==> config.mk <==
export PLATFORM = sky130hd
export DESIGN_NAME = mem_access_unit
export DESIGN_NICKNAME = d
export VERILOG_FILES = /design/src/rtl/mem_access_unit.sv
export SDC_FILE = /design/constraint.sdc
export NUM_CORES = 1
export LEC_CHECK = 0
export CAP_MARGIN = 0
export CORE_ASPECT_RATIO = 0.5
export CORE_MARGIN = 3
export CORE_UTILIZATION = 50
export DETAILED_ROUTE_END_ITERATION = 12
export PLACE_DENSITY = 0.78
export SLEW_MARGIN = 20
export SYNTH_ARGS = -nofsm -noshare
export SYNTH_HDL_FRONTEND = slang
export SYNTH_SLANG_ARGS = --single-unit
==> constraint.sdc <==
create_clock -name clk -period 11.4 [get_ports clk]
set_clock_uncertainty 0.2 [all_clocks]
set_input_delay 2.85 -clock clk [delete_from_list [all_inputs] [get_ports clk]]
set_output_delay 2.85 -clock clk [all_outputs]
set_load 0.005 [all_outputs]
**The metal 2 layer**

Scale: 2 px per um.
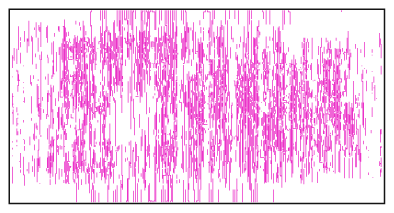
share of all routed wire	48%
wire length on this layer	12600 um
main direction	vertical
longest straight run	36.4 um
nets with wire on the layer	1005
Global Route met2 Usage: 0.501
DR vias: 8152
Post-Route WL: 26.3 mm

**Power grid**

Scale: 3 px per um. Pins as bars on the die edge. Tap cells in gray.
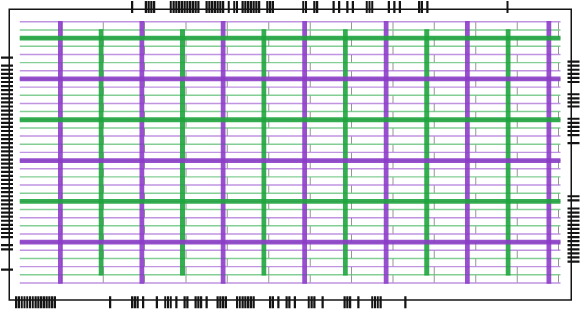
color	net
purple	VSS
green	VDD
met1 rails	33
tap cells	221
met5 straps	6
die y size: 96.4 um
Core ar.: 15700 um2
Max VDD drop: 166 uV

**M3 wires**

Scale: 2 px per um. Cells faint in the background.
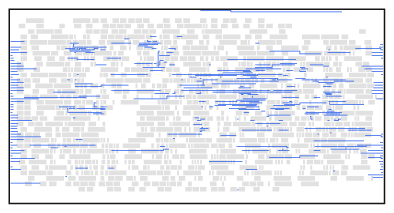
nets with wire on the layer	197
wire length on this layer	2100 um
share of all routed wire	8.0%
longest straight run	55.4 um
main direction	horizontal
met3 GRT Util: 0.0555

**Wiring by layer**

Scale: 3 px per um.
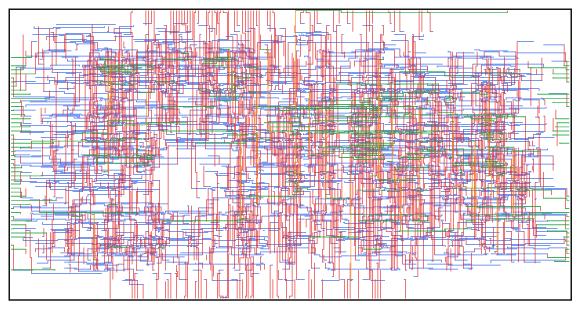
color	layer	wire length
blue	M1	10900 um
orange	M4	620 um
red	M2	12600 um
green	M3	2100 um
all-layer global routing usage: 0.293
routed len/inst: 20.7 um

**Clock routing**

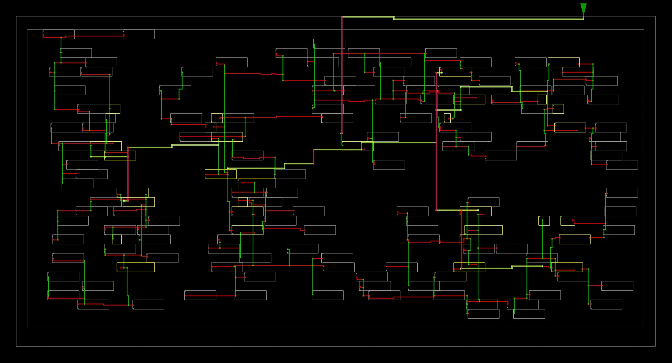
clock buffer count from CTS: 17
P_clk: 574 uW
seq_cells: 121

==> GITHUB_STEP_SUMMARY <==
## Implementation flow summary

| Metric | Value |
|---|---|
| Root buffer cell | `clkbuf_16` |
| Min cycle time layout | `7.16 ns` |
| Largest area contributor in the netlist | `dfrtp_1` |
| Buf/Inv on CP | `5` |
| RSZ-0062 raised after global routing | `false` |
| Critical path depth | `8` |
| Vias in the first global route | `8040` |
| DP Wirelength | `18.0 mm` |
| Log Warnings | `42` |
| # Post-CTS Setup Buffers | `0` |
| Top cells, area | `dfrtp_1 37%, mux2_2 11%, nand2_1 10%, mux4_2 5.2%, mux2i_1 3.7%` |
| Power share of the combinational group | `0.563` |
| Synthesized area per cell | `9.09 um2` |
| Most frequent CP cell | `buf_4` |
| Main flop type | `dfrtp_1` |
| Outcome | `finished clean` |
| Fmax | `0.140 GHz` |
| Placed cell count | `1238` |
| PwrDens | `305 nW/um2` |
| Count leader, synth | `nand2_1` |
| Clk pwr share | `0.177` |
| Setup TNS | `0 ns` |
## power groups by stage
stage | logic [mW] | registers [mW] | clock network, mW
final | 1.83 | 0.845 | 0.574
after global routing | 1.98 | 0.872 | 0.597
after CTS | 1.80 | 0.837 | 0.578
after detailed placement | 1.79 | 0.841 | 0
after global placement | 1.73 | 0.825 | 0
after floorplan | 1.25 | 0.770 | 0
## per-stage QoR
step	hold WS, ns	instance area (um2)
2_1_floorplan	0.241	8180
3_3_place_gp	0.257	10000
3_5_place_dp	0.264	10000
4_1_cts	0.279	10600
5_1_grt	0.316	10600
6_report	0.279	10600
## placed cells by master, fill, tap and decap left out, drive strengths merged, types with 25 or more instances in the layout
master         instances
nor2                  25
dfrtp                121
nand3                 33
clkdlybuf4s50        176
nand2                217
o21ai                 53
mux2                  80
mux2i                 31
a21oi                 34
## tightest hold or removal path, cell delays in order, from the launching register on
cell and delay, ns:
dfrtp_1 0.34, nand2_1 0.05, nand2_1 0.06
## per-layer routing
layer	up-vias	wire [um]	GRT usage
met4	0	619	0.0987
met2	455	12600	0.501
met1	4046	10900	0.384
met3	69	2100	0.0555
met5	-	0	0
li1	3582	-	-
## final cells by class
class / instances / area, um2 / area share
flip-flops and latches: 121 / 3030 / 0.285
well taps: 221 / 277 / 0.0260
multi-input cells: 696 / 4810 / 0.452
clock inverters: 15 / 189 / 0.0178
clock buffers: 17 / 425 / 0.0400
inverters: 10 / 40.0 / 0.00376
repair buffers: 190 / 1870 / 0.175
## logic make-up (layout without fill, tap and decap cells)
| kind of cell | count (synthesis) | count (layout) |
|---|---|---|
| multiplexers | 130 | 130 |
| flip-flops | 121 | 121 |
| AND-OR/OR-AND | 221 | 221 |
| AND/OR/NAND/NOR | 334 | 334 |
| other | 1 | 2 |
| XOR/XNOR | 6 | 6 |
| buffers and inverters | 84 | 232 |
| adder cells (fa/ha/maj) | 3 | 3 |
Power figures rest on the tool's default switching activity, not on a simulated workload.
